`config.mk`:
```
export PLATFORM = sky130hd
export DESIGN_NAME = alu_issue
export DESIGN_NICKNAME = d
export VERILOG_FILES = /design/src/rtl/alu_issue.sv
export SDC_FILE = /design/constraint.sdc
export NUM_CORES = 1
export LEC_CHECK = 0
export ABC_AREA = 1
export CELL_PAD_IN_SITES_DETAIL_PLACEMENT = 1
export CELL_PAD_IN_SITES_GLOBAL_PLACEMENT = 1
export CORE_MARGIN = 2
export CORE_UTILIZATION = 26
export CTS_CLUSTER_SIZE = 24
export DETAILED_ROUTE_END_ITERATION = 8
export GPL_TIMING_DRIVEN = 1
export PLACE_DENSITY_LB_ADDON = 0.1
export SLEW_MARGIN = 20
export SYNTH_ARGS = -nofsm -noshare
export SYNTH_HDL_FRONTEND = slang
export SYNTH_SLANG_ARGS = --single-unit
```
`constraint.sdc`:
```
create_clock -name clk -period 1.4 [get_ports clk]
set_clock_uncertainty 0.2 [all_clocks]
set_input_delay 0.28 -clock clk [delete_from_list [all_inputs] [get_ports clk]]
set_output_delay 0.28 -clock clk [all_outputs]
set_load 0.02 [all_outputs]
```
`src/rtl/alu_issue.sv`:
```
// alu_issue: decode-and-issue stage that feeds the 16-bit ALU.
//
// Accepts one instruction per cycle over in_valid/in_ready. It reads both source
// registers from the register file in the same cycle and decodes the ALU op. It
// then builds the operands (register or extended immediate) and holds the result
// in a single-entry issue register that drives the execute stage.
//
// Optional feature macro: ALU_ISSUE_FWD_EN
//   When defined, fwd_valid/fwd_addr/fwd_data let a pending write-back value
//   replace register-file read data for matching register sources.
//
// Ports:
//   clk, rst                 clock, asynchronous active-low reset
//   in_valid/in_ready        instruction handshake
//   in_instr                 16-bit instruction word
//   rf_raddr_a/b, rf_rdata_a/b  register-file read port (combinational)
//   flush                    drop held and incoming instruction
//   ex_valid/ex_ready        issue-register handshake to execute
//   alu_op, srcdata_a/b      ALU operation and operands
//   wb_addr                  destination register
//   illegal                  one-cycle pulse when an unsupported instruction is consumed
module alu_issue #(
    parameter int unsigned DW = 16,
    parameter int unsigned RW = 3   // instruction register fields are 3 bits wide
) (
    input  logic          clk,
    input  logic          rst,
    input  logic          in_valid,
    output logic          in_ready,
    input  logic [15:0]   in_instr,
    output logic [RW-1:0] rf_raddr_a,
    output logic [RW-1:0] rf_raddr_b,
    input  logic [DW-1:0] rf_rdata_a,
    input  logic [DW-1:0] rf_rdata_b,
`ifdef ALU_ISSUE_FWD_EN
    input  logic          fwd_valid,
    input  logic [RW-1:0] fwd_addr,
    input  logic [DW-1:0] fwd_data,
`endif
    input  logic          flush,
    output logic          ex_valid,
    input  logic          ex_ready,
    output logic [3:0]    alu_op,
    output logic [DW-1:0] srcdata_a,
    output logic [DW-1:0] srcdata_b,
    output logic [RW-1:0] wb_addr,
    output logic          illegal
);

    logic [4:0]    major;
    logic [RW-1:0] rx, ry, rz;
    logic [2:0]    shamt;

    assign major = in_instr[15:11];
    assign rx    = in_instr[10:8];
    assign ry    = in_instr[7:5];
    assign rz    = in_instr[4:2];
    assign shamt = in_instr[4:2];

    // Decode results
    logic          dec_legal;
    logic          dec_shift;
    logic          dec_b_imm;
    logic [3:0]    dec_op;
    logic [DW-1:0] dec_imm;
    logic [RW-1:0] dec_wb;

    always_comb begin
        dec_legal = 1'b0;
        dec_shift = 1'b0;
        dec_b_imm = 1'b0;
        dec_op    = 4'b0000;
        dec_imm   = '0;
        dec_wb    = rx;
        case (major)
            5'b11100: begin  // ADDU
                dec_legal = (in_instr[1:0] == 2'b01);
                dec_wb    = rz;
            end
            5'b11101: begin  // AND / OR
                if (in_instr[4:0] == 5'b01100) begin
                    dec_legal = 1'b1;
                    dec_op    = 4'b0010;
                end else if (in_instr[4:0] == 5'b01101) begin
                    dec_legal = 1'b1;
                    dec_op    = 4'b0011;
                end
            end
            5'b00110: begin  // SLL / SRL / SRA
                dec_shift = 1'b1;
                dec_b_imm = 1'b1;
                // A zero shamt field encodes a shift by 8.
                dec_imm   = (shamt == 3'd0) ? DW'(8) : DW'(shamt);
                unique case (in_instr[1:0])
                    2'b00: begin dec_legal = 1'b1; dec_op = 4'b0100; end
                    2'b10: begin dec_legal = 1'b1; dec_op = 4'b0101; end
                    2'b11: begin dec_legal = 1'b1; dec_op = 4'b0110; end
                    default: dec_legal = 1'b0;
                endcase
            end
            5'b01001: begin  // ADDIU
                dec_legal = 1'b1;
                dec_b_imm = 1'b1;
                dec_imm   = {{(DW-8){in_instr[7]}}, in_instr[7:0]};
            end
            5'b01000: begin  // ADDIU3
                dec_legal = !in_instr[4];
                dec_b_imm = 1'b1;
                dec_imm   = {{(DW-4){in_instr[3]}}, in_instr[3:0]};
                dec_wb    = ry;
            end
            default: dec_legal = 1'b0;
        endcase
    end

    // Shifts take their data operand from ry, so port A follows it.
    assign rf_raddr_a = dec_shift ? ry : rx;
    assign rf_raddr_b = ry;

    logic [DW-1:0] reg_a, reg_b;
`ifdef ALU_ISSUE_FWD_EN
    assign reg_a = (fwd_valid && fwd_addr == rf_raddr_a) ? fwd_data : rf_rdata_a;
    assign reg_b = (fwd_valid && fwd_addr == rf_raddr_b) ? fwd_data : rf_rdata_b;
`else
    assign reg_a = rf_rdata_a;
    assign reg_b = rf_rdata_b;
`endif

    // Issue register
    logic          ex_valid_q, ex_valid_d;
    logic [3:0]    alu_op_q, alu_op_d;
    logic [DW-1:0] src_a_q, src_a_d;
    logic [DW-1:0] src_b_q, src_b_d;
    logic [RW-1:0] wb_addr_q, wb_addr_d;
    logic          illegal_q, illegal_d;
    logic          accept;

    assign in_ready = !ex_valid_q || ex_ready;
    assign accept   = in_valid && in_ready && !flush;

    always_comb begin
        ex_valid_d = ex_valid_q;
        alu_op_d   = alu_op_q;
        src_a_d    = src_a_q;
        src_b_d    = src_b_q;
        wb_addr_d  = wb_addr_q;
        illegal_d  = accept && !dec_legal;
        if (flush) begin
            ex_valid_d = 1'b0;
        end else if (accept && dec_legal) begin
            ex_valid_d = 1'b1;
            alu_op_d   = dec_op;
            src_a_d    = reg_a;
            src_b_d    = dec_b_imm ? dec_imm : reg_b;
            wb_addr_d  = dec_wb;
        end else if (ex_ready) begin
            ex_valid_d = 1'b0;
        end
    end

    always_ff @(posedge clk or negedge rst) begin
        if (!rst) begin
            ex_valid_q <= 1'b0;
            alu_op_q   <= 4'b0000;
            src_a_q    <= '0;
            src_b_q    <= '0;
            wb_addr_q  <= '0;
            illegal_q  <= 1'b0;
        end else begin
            ex_valid_q <= ex_valid_d;
            alu_op_q   <= alu_op_d;
            src_a_q    <= src_a_d;
            src_b_q    <= src_b_d;
            wb_addr_q  <= wb_addr_d;
            illegal_q  <= illegal_d;
        end
    end

    assign ex_valid  = ex_valid_q;
    assign alu_op    = alu_op_q;
    assign srcdata_a = src_a_q;
    assign srcdata_b = src_b_q;
    assign wb_addr   = wb_addr_q;
    assign illegal   = illegal_q;

endmodule

```
**Placement density heat map**

Scale: 4 px per um. The die is cut into 10 by 10 equal tiles; black is low, pale yellow is high, 0 to 100% covered.
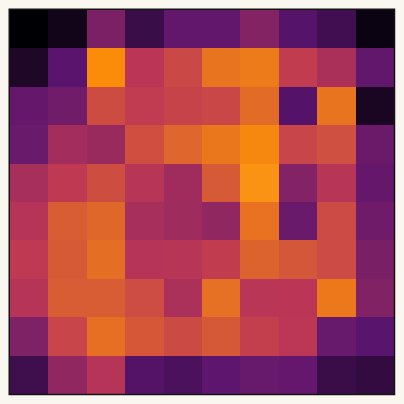
1.0% of the tiles are over 75% full. The mean over all tiles is 44%. 1.0% of the tiles are nearly empty. The fullest tile reaches 77%.
core outline area: 8217 sq um
final core utilization: 0.5097
initial standard-cell utilization of the core: 0.2674

**The clock network**

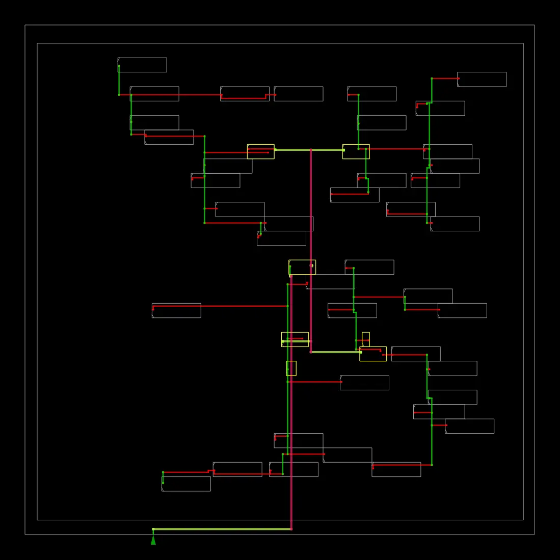
insertion delay at the late pin of the worst-skew pair: 280 ps
number of clock buffers inserted by TritonCTS: 5
number of flip-flops and latches: 40
clock network power consumption: 0.733 mW

==> summary.txt <==
From the run reports.

- The post-route report lists met1 wire length as 3.711 mm.
- The post-synth tally of flip-flops with integrated enable is 0.
- In this run, the synthesized area fraction spent on and/or/nand/nor cells is recorded as 0.4356.
- The detailed-router iteration count before antenna repair reads 4.
- The depth of the most critical reg-to-reg path is 8.
- The commonest cells after synthesis are 112 x sky130_fd_sc_hd__nand2_1, 82 x sky130_fd_sc_hd__nand3_1, 40 x sky130_fd_sc_hd__dfrtp_1, 14 x sky130_fd_sc_hd__inv_1, 9 x sky130_fd_sc_hd__nor2_1.
- The largest delay contributor family on the critical path reads flip-flops.
- The achievable frequency is 651.1 MHz.
- The combinational family with the most area after synthesis reads simple AND/OR/NAND/NOR gates.
- The number of multi-input combinational cells is 222.
- The synthesis report names the predominant flop master as sky130_fd_sc_hd__dfrtp_1.
- The maximum single-stage delay on the critical path is 430 ps.
- The first-pass GRT wire length reads 13.41 mm.
- The largest net degree at the start of global routing reads 41.
- The post-synthesis chip area from yosys is 2197 sq um.
- The end-of-flow timing check tallies setup violations at 42.
- The area fraction in compound gates after synthesis reads 0.01538.
- For this design the total switching power over the nets is 1.440 mW.
- Synthesis produced a netlist whose cell count is 300.
- The routed design could run at a clock period as short as 1536 ps.
- Between the synthesized netlist and the finished layout, the area growth was recorded as 90.60%.
- In this run the number of H-tree levels came out at 2.
- The critical register-to-register path startpoint is ex_valid$_DFFE_PN0P_.
- The number of antenna violations at the first check in global routing reads 0.
- The wire length recorded after detailed routing is 8.680 mm.
- The count of state elements after synthesis is 40.
- Power attributed to sequential cells is 1.58 mW.
- Signal routing reaches up to met4.
- The post-layout net count is 511.
- Setup slack on the critical path of the routed design comes to -135.8 ps.
- Counting the fill cells in the layout gives 988.
- The hold-fix buffer count after cts is 1.
- The cell-internal power is 2.447 mW.
- In this run the full chip footprint comes out at 9202 sq um.
- The clock network fraction of design power reads 0.188.
- The completed layout was analyzed and its total power is 3.887 mW.
- Multi-input logic gates represent a cell area share of 0.3209.
- The die outline height reads 95.93 um.
- The share of flip-flops with an asynchronous set or reset after synthesis reads 1.000.
- The clock-pin transition on the worst setup and hold timing paths reads 70 ps.
- The worst-case hold path end point reads ex_valid$_DFFE_PN0P_.
- The number of signal-net inverters in the final layout is 18.
- In this run the most used layer during global routing was met2.
- The routed length on met2 is 4.470 mm.
- For reference, the top cells by area after synthesis are sky130_fd_sc_hd__dfrtp_1 46%, sky130_fd_sc_hd__nand2_1 19%, sky130_fd_sc_hd__nand3_1 19%.
- The synthesized area per cell is 7.324 sq um.
- Leaving out fill and tap cells, the most frequent cell in the layout is sky130_fd_sc_hd__nand2_1.
- The max-slew violation count reads 0.
- The half-perimeter wire length after detailed placement reads 5.705 mm.
- Once the clock tree was built, the setup fixing pass inserted 14 buffers.
- The overall routing resource usage is 0.1922.
- The count of maximum capacitance violations is 0.
- The sequential cell area is 1002 sq um.
- The power consumed by combinational cells reads 1.57 mW.
- The total I/O pin count is 101.
- The end point of the critical path is wb_addr[1]$_DFFE_PN0P_.
- Of the total power, registers draw 0.408.
- The checks that failed: negative setup slack.
- The run finished, with violations left.
- The TritonCTS clock tree is done.
- The highest fanout seen on the critical path is 8.
- The final worst-path cycle share is 1.097.
- The post-synthesis cell type with the largest combined area reads sky130_fd_sc_hd__dfrtp_1.
- The fraction of area in non-clock buffers reads 0.3714.
- The total stage count of the critical path is 8.
- STA reports the tightest min-delay check as being of type in2reg.
- The xor/xnor share of the synthesized area reads 0.
- The post-synthesis net count is 353.
- The number of nets still failing antenna checks after routing is 0.
- The number of buffers inserted by port buffering is 99.
- The worst setup path is captured at a register.
**Placed cells, one colour a class**

Scale: 3 px per um.
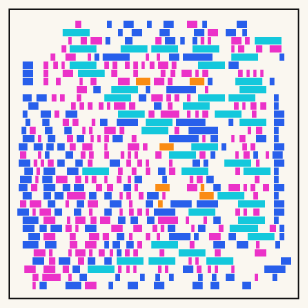
Key: orange = clock drivers and dummy loads [cells 7]; cyan = flops [cells 40]; magenta = combinational and other logic [cells 240]; blue = other buffers and delay cells [cells 171]

Power and IR drop assume default switching activity.
